## src/rtl/input_conditioner.sv

```systemverilog
// Board-input conditioning: two-flop synchronizers on every raw input, plus a
// consecutive-cycle debouncer and rising-edge pulse generator per button.

module input_conditioner_btn #(
  parameter int DEBOUNCE_CYCLES = 100000,
  parameter int CNT_W           = $clog2(DEBOUNCE_CYCLES + 1)
) (
  input  logic clk,
  input  logic reset,
  input  logic i_btn,
  output logic o_level,
  output logic o_pulse
);

  localparam logic [CNT_W-1:0] CNT_LAST = CNT_W'(DEBOUNCE_CYCLES - 1);

  logic             r_s1;
  logic             r_s2;
  logic             r_stable;
  logic [CNT_W-1:0] r_cnt;
  logic             r_pulse;
  logic             w_differs;
  logic             w_qualified;
  logic             w_stable_next;

  assign w_differs     = (r_s2 != r_stable);
  assign w_qualified   = w_differs && (r_cnt == CNT_LAST);
  assign w_stable_next = w_qualified ? r_s2 : r_stable;

  // NOTE: every flop here, synchronizer stages included, is cleared by the
  // synchronous reset so a held button must requalify from scratch afterwards.
  always_ff @(posedge clk) begin
    if (reset) begin
      r_s1     <= 1'b0;
      r_s2     <= 1'b0;
      r_stable <= 1'b0;
      r_cnt    <= '0;
      r_pulse  <= 1'b0;
    end else begin
      // NOTE: non-blocking assignments keep s1->s2 a true two-stage shift.
      r_s1     <= i_btn;
      r_s2     <= r_s1;
      r_stable <= w_stable_next;
      r_pulse  <= w_stable_next & ~r_stable;
      // Any return to the stable value restarts the count; the count never
      // passes CNT_LAST because reaching it either flips the level or resets.
      if (!w_differs || w_qualified) r_cnt <= '0;
      else                           r_cnt <= r_cnt + CNT_W'(1);
    end
  end

  assign o_level = r_stable;
  assign o_pulse = r_pulse;

endmodule

module input_conditioner #(
  parameter int DEBOUNCE_CYCLES = 100000
) (
  input  logic        clk,
  input  logic        reset,
  input  logic        run_btn,
  input  logic        continue_btn,
  input  logic [15:0] sw_raw,
  output logic        run_o,
  output logic        run_pulse_o,
  output logic        continue_o,
  output logic        continue_pulse_o,
  output logic [15:0] sw_o
);

  localparam int CNT_W = $clog2(DEBOUNCE_CYCLES + 1);

  logic [15:0] r_sw_s1;
  logic [15:0] r_sw_s2;

  input_conditioner_btn #(
    .DEBOUNCE_CYCLES (DEBOUNCE_CYCLES),
    .CNT_W           (CNT_W)
  ) u_run (
    .clk     (clk),
    .reset   (reset),
    .i_btn   (run_btn),
    .o_level (run_o),
    .o_pulse (run_pulse_o)
  );

  input_conditioner_btn #(
    .DEBOUNCE_CYCLES (DEBOUNCE_CYCLES),
    .CNT_W           (CNT_W)
  ) u_continue (
    .clk     (clk),
    .reset   (reset),
    .i_btn   (continue_btn),
    .o_level (continue_o),
    .o_pulse (continue_pulse_o)
  );

  // Switches are level inputs: synchronize only, no debounce or edge detect.
  always_ff @(posedge clk) begin
    if (reset) begin
      r_sw_s1 <= '0;
      r_sw_s2 <= '0;
    end else begin
      r_sw_s1 <= sw_raw;
      r_sw_s2 <= r_sw_s1;
    end
  end

  assign sw_o = r_sw_s2;

endmodule
```

## config.mk

```make
export PLATFORM = sky130hd
export DESIGN_NAME = input_conditioner
export DESIGN_NICKNAME = d
export VERILOG_FILES = /design/src/rtl/input_conditioner.sv
export SDC_FILE = /design/constraint.sdc
export NUM_CORES = 1
export LEC_CHECK = 0
export ABC_AREA = 1
export CORE_MARGIN = 2
export CORE_UTILIZATION = 45
export DETAILED_ROUTE_END_ITERATION = 12
export DONT_BUFFER_PORTS = 1
export GPL_TIMING_DRIVEN = 0
export SETUP_SLACK_MARGIN = 0.1
export SYNTH_ARGS = -nofsm -noshare
export SYNTH_HDL_FRONTEND = slang
export SYNTH_SLANG_ARGS = --single-unit
```

## constraint.sdc

```tcl
create_clock -name clk -period 1.7 [get_ports clk]
set_input_delay 0.17 -clock clk [delete_from_list [all_inputs] [get_ports clk]]
set_output_delay 0.17 -clock clk [all_outputs]
set_load 0.05 [all_outputs]
```

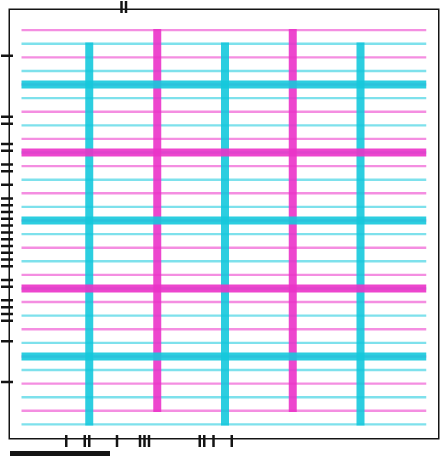
run_1/power_grid.png
Bar = 20 µm. Pins as bars on the die edge.
- cyan: VSS
- magenta: VDD
- rows: 29
- met5 straps: 5
- met4 straps: 5
- met1 rails: 30
- signal pins: 40

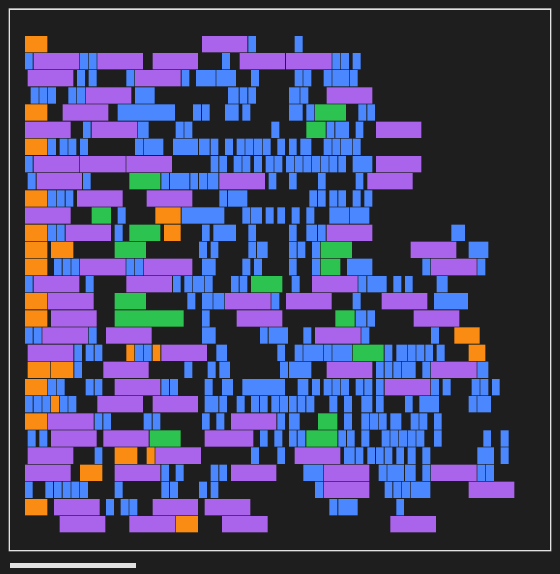
run_1/placement_by_type.png
Bar = 20 µm.
- green: clock drivers and dummy loads (cells 16; share of their area 6.2%)
- purple: sequential cells (cells 74; share of their area 43%)
- orange: remaining buffers and delay cells (cells 26; share of their area 6.8%)
- blue: combinational and other logic (cells 334; share of their area 44%)

==> tab_implementation.tex, run 1 <==
% Table of physical implementation metrics
\begin{tabular}{lr}
\hline
Metric & Value \\
\hline
\multicolumn{2}{l}{\textbf{Worst setup path}} \\
\quad Stages on the worst setup path & 7 \\
\quad Worst EP arrival & 1.73 ns \\
\quad FF-to-FF End & u\_run.r\_cnt[12] \\
\quad Slack of the worst reg-to-reg path & 0.20 ns \\
\quad Reg2reg start & u\_run.r\_cnt[0] \\
\quad Master of the slowest instance on the critical path & dfxtp\_1 \\
\quad Number of buffer and inverter instances along the worst setup path & 1 \\
\quad CP delay by family, top & simple AND/OR/NAND/NOR gates \\
\quad Critical Path Sink Type & flop \\
\quad Critical path, cell by cell & ha\_2 > nand2\_2 > nor2\_4 > nand3\_2 > o21bai\_4 > buf\_6 > nor2\_1 \\
\quad Critical Path Sink & u\_run.r\_cnt[12] \\
\quad Slowest Stage Delay on Critical Path & 0.37 ns \\
\multicolumn{2}{l}{\textbf{Timing}} \\
\quad Final total negative setup slack & 0 ns \\
\quad Unrepaired setup endpoints after global routing & yes \\
\quad Post-layout worst setup margin & 0.2038 ns \\
\quad Largest clock skew in the final design & 0.009513 ns \\
\quad Part of the cycle the worst path needs & 88.01\% \\
\quad Final Max Slew Viols & 0 \\
\multicolumn{2}{l}{\textbf{Power and ir drop}} \\
\quad Top contributor to total power & registers \\
\quad Peak VDD IR & 0.8753 mV \\
\quad Switching pwr & 781.6 µW \\
\quad Cell internal power dissipation & 2559 µW \\
\quad Combinational cell fraction of total power & 3.1\% \\
\quad Sum of internal, switching and leakage power & 3340 µW \\
\multicolumn{2}{l}{\textbf{Global routing}} \\
\quad Met1 Usage GRT & 18.59\% \\
\quad Grt peak-use layer & met2 \\
\quad Vias in the first global route & 2155 \\
\quad Initial antenna violation count & 0 \\
\multicolumn{2}{l}{\textbf{Yosys}} \\
\quad Synth mux share & 0\% \\
\quad Total cell area reported by yosys after synthesis & 2999 µm² \\
\quad Xor/xnor share & 5.257\% \\
\quad \# Cells Yosys & 414 \\
\quad Share of synthesized registers carrying an async set or reset & 0\% \\
\quad Sequential-to-total area share from yosys stat & 49.40\% \\
\quad Library cells used by synthesis & 20 \\
\quad Most instantiated flip-flop cell in the synthesis netlist & dfxtp\_1 \\
\quad Top area cells in the synthesized netlist & dfxtp\_1 49\%, nor2\_1 14\%, inv\_1 10\% \\
\quad Syn Area/Cell & 7.244 µm² \\
\quad Number of standard cells after synthesis & 414 \\
\quad Share of the synthesized area in the top cell type & 49.40\% \\
\multicolumn{2}{l}{\textbf{Layout}} \\
\quad Number of antenna diodes & 0 \\
\quad Final cell count without fillers & 527 \\
\quad Post-synthesis to final-layout area growth & 17.52\% \\
\quad Number of nets at the end of the flow & 467 \\
\quad Top cell excl fill/tap & nor2\_1 \\
\quad Sequential Area & 1484 µm² \\
\quad Cell class ranked first by area & flip-flops and latches \\
\quad Design area & 3525 µm² \\
\quad \# clk buffers & 10 \\
\quad Fraction of area in multi-input gates & 34.04\% \\
\multicolumn{2}{l}{\textbf{Clock network}} \\
\quad CTS root buffer & clkbuf\_8 \\
\quad Later-pin clock latency in the skew report & 0.34 ns \\
\quad Register clock-pin slew on the reported worst setup and hold paths & 0.08 ns \\
\quad CTS sink cnt & 74 \\
\quad CTS Buf Count & 9 \\
\quad Clock tree from TritonCTS & done \\
\quad Max H-tree Level & 3 \\
\quad Number of setup buffers added after CTS & 0 \\
\multicolumn{2}{l}{\textbf{Die}} \\
\quad Boundary pin count & 40 \\
\quad Die X & 85.64 µm \\
\quad Full die area & 7333 µm² \\
\quad Die boundary height & 85.64 µm \\
\multicolumn{2}{l}{\textbf{Route}} \\
\quad Met2 WL post-DR & 2409 µm \\
\quad Length of routed wiring on met1 & 2502 µm \\
\quad Drt initial violations & 101 \\
\quad Length of the first detailed-routing pass in iterations & 4 \\
\quad Post-detailed-route count of antenna-violating nets & 0 \\
\quad Via count of the routed design & 2388 \\
\multicolumn{2}{l}{\textbf{Placement}} \\
\quad Area post-placement & 3095 µm² \\
\quad Quantity of I/O buffers inserted on ports & 0 \\
\multicolumn{2}{l}{\textbf{Status}} \\
\quad Outcome & complete, no violations \\
\multicolumn{2}{l}{\textbf{Hold path}} \\
\quad Class of the tightest hold or removal check & in -> reg \\
\multicolumn{2}{l}{\textbf{Flow run}} \\
\quad Max\_cap viols & 0 \\
\hline
\end{tabular}
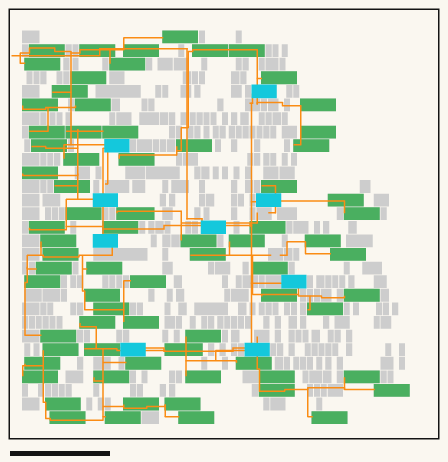
run_1/clk_routes.png
Bar = 20 µm.
- green: flip-flops (count 74)
- cyan: clock drivers (count 9)
- orange: clock wires (length 858 µm)
- routed clock nets: 10
- flops lie: widely spread

run_1/congestion.png
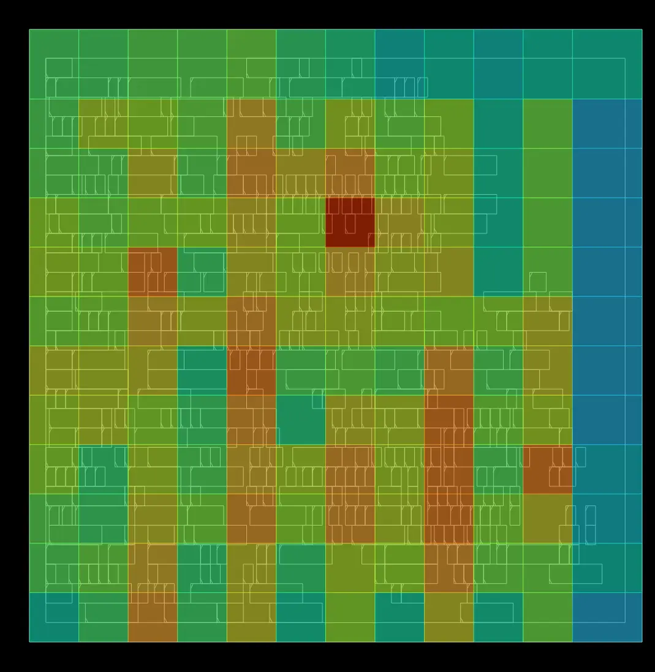

==> inputs of run 2 (changes only) <==
--- a/config.mk
+++ b/config.mk
@@ -7,7 +7,7 @@
 export LEC_CHECK = 0
 export ABC_AREA = 1
 export CORE_MARGIN = 2
-export CORE_UTILIZATION = 45
+export CORE_UTILIZATION = 50
 export DETAILED_ROUTE_END_ITERATION = 12
 export DONT_BUFFER_PORTS = 1
 export GPL_TIMING_DRIVEN = 0
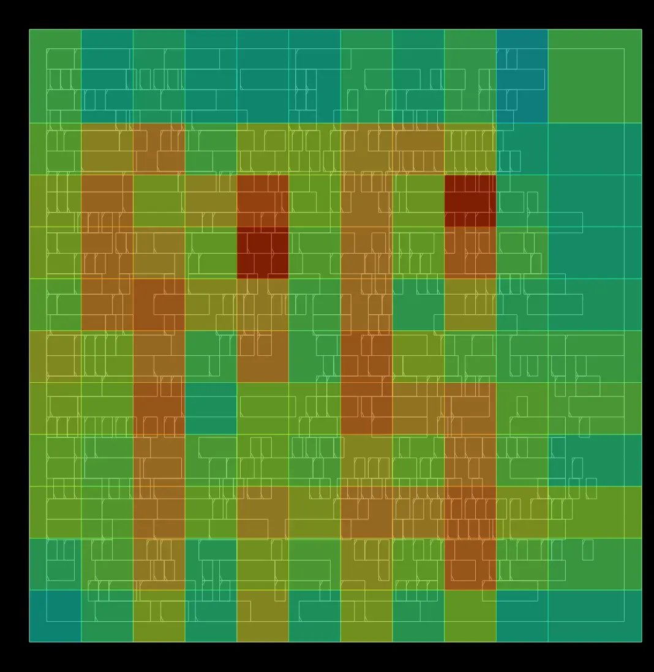
run_2/congestion.png
met1 Usage GRT: 23.52%
wire per inst: 10.52 µm
Global Route met3 Usage: 6.923%

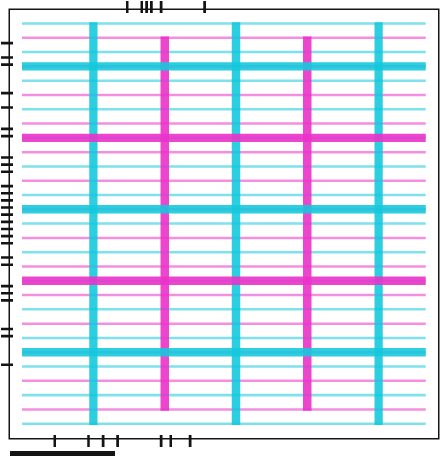
run_2/power_grid.png
Bar = 20 µm. Pins as bars on the die edge.
- magenta: VDD
- cyan: VSS
- met5 straps: 5
- met1 rails: 29
- signal pins: 40

==> run 2 against run 1 <==
Compared with the run above: largest cell class unchanged; critical path type unchanged; combinational power about the same; wire length rose by 4.2%; worst setup slack gained 0.0036 ns; flip-flop count unchanged.
==> tab_implementation.tex, run 2 <==
% Table of physical implementation metrics
\begin{tabular}{lr}
\hline
Metric & Value \\
\hline
\multicolumn{2}{l}{\textbf{Status}} \\
\quad Outcome & complete, no violations \\
\multicolumn{2}{l}{\textbf{Worst setup path}} \\
\quad Slack of the worst reg-to-reg path & 0.21 ns (about the same) \\
\quad Reg2reg start & u\_continue.r\_cnt[0] \\
\quad Worst EP arrival & 1.72 ns (about the same) \\
\quad Slowest Stage Delay on Critical Path & 0.36 ns (about the same) \\
\quad Critical Path Sink & u\_continue.r\_cnt[8] \\
\quad Critical path, cell by cell & ha\_2 > inv\_1 > nor2\_4 > nand3\_2 > o21bai\_4 > buf\_6 > nor2\_1 \\
\quad Critical Path Sink Type & flop \\
\multicolumn{2}{l}{\textbf{Yosys}} \\
\quad Top area cells in the synthesized netlist & dfxtp\_1 49\%, nor2\_1 14\%, inv\_1 10\% \\
\quad \# Cells Yosys & 414 (unchanged) \\
\quad Sequential-to-total area share from yosys stat & 49.40\% (unchanged) \\
\quad Number of standard cells after synthesis & 414 (unchanged) \\
\quad Total cell area reported by yosys after synthesis & 2999 µm² (unchanged) \\
\quad Share of the synthesized area in the top cell type & 49.40\% (unchanged) \\
\quad Xor/xnor share & 5.257\% (unchanged) \\
\quad Most instantiated flip-flop cell in the synthesis netlist & dfxtp\_1 \\
\multicolumn{2}{l}{\textbf{Layout}} \\
\quad Number of nets at the end of the flow & 470 (+0.64\%) \\
\quad Number of antenna diodes & 0 (unchanged) \\
\quad Top cell excl fill/tap & nor2\_1 \\
\quad Design area & 3570 µm² (+1.3\%) \\
\quad Post-synthesis to final-layout area growth & 19.02\% \\
\quad Sequential Area & 1485 µm² (about the same) \\
\multicolumn{2}{l}{\textbf{Timing}} \\
\quad Largest clock skew in the final design & 0.007930 ns (-0.001583 ns) \\
\quad Unrepaired setup endpoints after global routing & no \\
\quad Part of the cycle the worst path needs & 87.80\% (-0.21 points) \\
\multicolumn{2}{l}{\textbf{Power and ir drop}} \\
\quad Peak VDD IR & 0.9522 mV (+8.8\%) \\
\quad Combinational cell fraction of total power & 2.9\% (-0.2 points) \\
\quad Top contributor to total power & registers \\
\multicolumn{2}{l}{\textbf{Route}} \\
\quad Length of routed wiring on met1 & 2672 µm (+6.8\%) \\
\quad Length of the first detailed-routing pass in iterations & 4 (unchanged) \\
\quad Via count of the routed design & 2393 (+0.21\%) \\
\quad Post-detailed-route count of antenna-violating nets & 0 (unchanged) \\
\quad Drt initial violations & 158 (+56\%) \\
\multicolumn{2}{l}{\textbf{Placement}} \\
\quad Area post-placement & 3093 µm² (about the same) \\
\multicolumn{2}{l}{\textbf{Flow run}} \\
\quad Max\_cap viols & 0 (unchanged) \\
\multicolumn{2}{l}{\textbf{Die}} \\
\quad Boundary pin count & 40 (unchanged) \\
\multicolumn{2}{l}{\textbf{Clock network}} \\
\quad Later-pin clock latency in the skew report & 0.34 ns (about the same) \\
\quad CTS root buffer & clkbuf\_8 \\
\quad Number of setup buffers added after CTS & 0 (unchanged) \\
\quad Register clock-pin slew on the reported worst setup and hold paths & 0.08 ns (about the same) \\
\quad Clock tree from TritonCTS & done \\
\hline
\end{tabular}
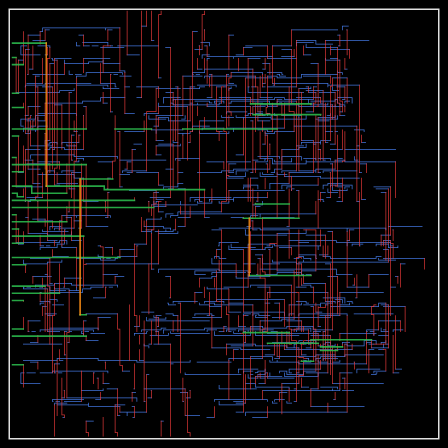
run_2/wires.png
- green: metal 3 (wire length 351 µm)
- red: metal 2 (wire length 2470 µm)
- orange: metal 4 (wire length 63.9 µm)
- blue: metal 1 (wire length 2670 µm)

run_2/clk_routes.png
Bar = 20 µm.
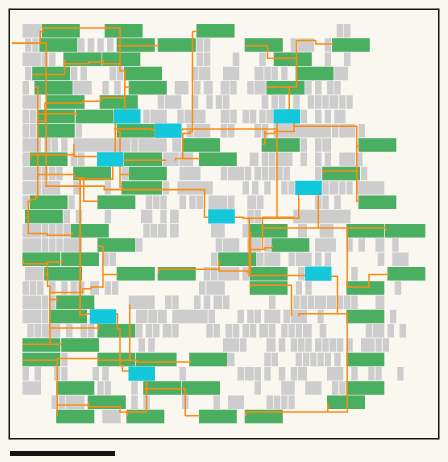

==> inputs of run 3 (changes only) <==
--- a/config.mk
+++ b/config.mk
@@ -6,7 +6,6 @@
 export NUM_CORES = 1
 export LEC_CHECK = 0
 export ABC_AREA = 1
-export CORE_MARGIN = 2
 export CORE_UTILIZATION = 50
 export DETAILED_ROUTE_END_ITERATION = 12
 export DONT_BUFFER_PORTS = 1
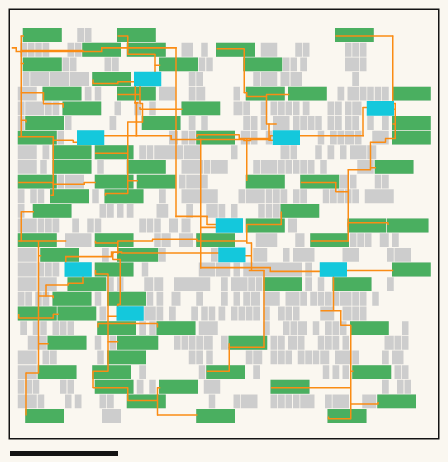
run_3/clk_routes.png
Bar = 20 µm.
- cyan: clock drivers (count 9)
- green: flip-flops (count 74)
- orange: clock wires (length 860 µm)
- flops lie: widely spread
- routed clock nets: 10

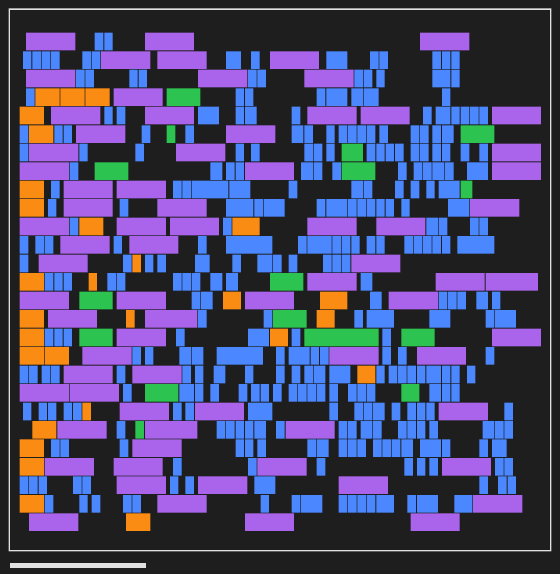
run_3/placement_by_type.png
Bar = 20 µm.
- orange: remaining buffers and delay cells (cells 28; share of their area 7.3%)
- green: clock drivers and dummy loads (cells 16; share of their area 5.7%)
- purple: sequential cells (cells 74; share of their area 43%)
- blue: combinational and other logic (cells 334; share of their area 44%)

==> run 3 against run 2 <==
Compared with the run above: global-route usage grew 1.9 points; sequential power barely moved; via count fell by 1.0%; largest power group unchanged; clock power decreased by about 20%; clock skew decreased by 0.0033 ns; flip-flop count unchanged; largest cell class unchanged; critical path depth did not move.
==> tab_implementation.tex, run 3 <==
% Table of physical implementation metrics
\begin{tabular}{lr}
\hline
Metric & Value \\
\hline
\multicolumn{2}{l}{\textbf{Worst setup path}} \\
\quad Slack of the worst reg-to-reg path & 0.20 ns (about the same) \\
\quad Critical path, cell by cell & ha\_2 > inv\_1 > nor2\_4 > nand3\_2 > o21bai\_4 > buf\_6 > nor2\_1 \\
\quad Kind of start point of the critical path & flop \\
\quad CP delay by family, top & flip-flops \\
\quad Stages on the worst setup path & 7 \\
\quad Worst EP arrival & 1.73 ns (about the same) \\
\quad Critical Path Sink Type & flop \\
\quad Critical Path Sink & u\_continue.r\_cnt[5] \\
\quad Slowest Stage Delay on Critical Path & 0.36 ns (about the same) \\
\multicolumn{2}{l}{\textbf{Power and ir drop}} \\
\quad Combinational cell fraction of total power & 3.2\% (+0.3 points) \\
\quad Top contributor to total power & registers \\
\quad Peak VDD IR & 0.7584 mV (-20\%) \\
\quad Clock network fraction of design power & 40.7\% \\
\multicolumn{2}{l}{\textbf{Yosys}} \\
\quad Sequential-to-total area share from yosys stat & 49.40\% (unchanged) \\
\quad \# Cells Yosys & 414 (unchanged) \\
\quad Xor/xnor share & 5.257\% (unchanged) \\
\quad Total cell area reported by yosys after synthesis & 2999 µm² (unchanged) \\
\quad Most instantiated flip-flop cell in the synthesis netlist & dfxtp\_1 \\
\quad Simple-Gate Fraction of Synth Area & 30.41\% \\
\quad Number of nets in the synthesized netlist & 436 \\
\multicolumn{2}{l}{\textbf{Timing}} \\
\quad Largest clock skew in the final design & 0.004580 ns (-0.003350 ns) \\
\quad Part of the cycle the worst path needs & 88.00\% (+0.20 points) \\
\quad Unrepaired setup endpoints after global routing & no \\
\multicolumn{2}{l}{\textbf{Die}} \\
\quad Std cell rows & 27 \\
\quad Boundary pin count & 40 (unchanged) \\
\multicolumn{2}{l}{\textbf{Route}} \\
\quad Post-detailed-route count of antenna-violating nets & 0 (unchanged) \\
\quad Length of routed wiring on met1 & 2689 µm (+0.64\%) \\
\quad Length of the first detailed-routing pass in iterations & 4 (unchanged) \\
\quad Via count of the routed design & 2368 (-1.0\%) \\
\quad Wire length on met3 & 382 µm \\
\quad Drt initial violations & 126 (-20\%) \\
\multicolumn{2}{l}{\textbf{Status}} \\
\quad Outcome & complete, no violations \\
\multicolumn{2}{l}{\textbf{Layout}} \\
\quad Post-synthesis to final-layout area growth & 16.94\% \\
\quad Number of nets at the end of the flow & 469 (-0.21\%) \\
\quad Most common logic cells in the final layout & 114 x nor2\_1, 80 x inv\_1, 77 x nand2\_1 \\
\quad Number of antenna diodes & 0 (unchanged) \\
\quad Multi-input comb cells & 254 \\
\quad Design area & 3507 µm² (-1.8\%) \\
\quad Nonclk buf count & 28 \\
\quad Sequential Area & 1485 µm² (unchanged) \\
\quad \# clk buffers & 12 \\
\multicolumn{2}{l}{\textbf{Clock network}} \\
\quad Register clock-pin slew on the reported worst setup and hold paths & 0.07 ns (about the same) \\
\quad Later-pin clock latency in the skew report & 0.34 ns (about the same) \\
\quad Number of setup buffers added after CTS & 0 (unchanged) \\
\quad CTS root buffer & clkbuf\_8 \\
\quad Clock tree from TritonCTS & done \\
\multicolumn{2}{l}{\textbf{Placement}} \\
\quad Area post-placement & 3089 µm² (-0.12\%) \\
\multicolumn{2}{l}{\textbf{Flow run}} \\
\quad Max\_cap viols & 0 (unchanged) \\
\multicolumn{2}{l}{\textbf{Global routing}} \\
\quad Met1 Usage GRT & 24.84\% (+1.3 points) \\
\quad Global Route met3 Usage & 8.686\% (+1.8 points) \\
\hline
\end{tabular}
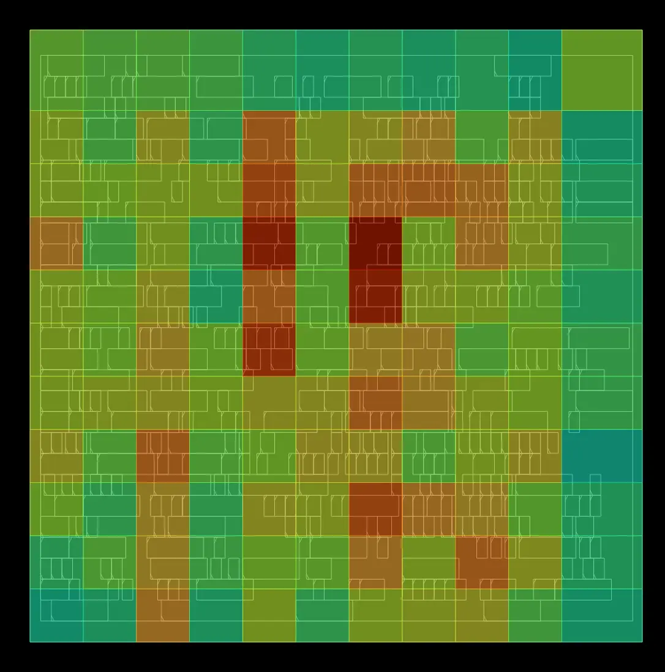
run_3/congestion.png
wire per inst: 10.87 µm
grt peak-use layer: met2
utilization after layout: 62.16%

Power is estimated from default activity; no workload was simulated.
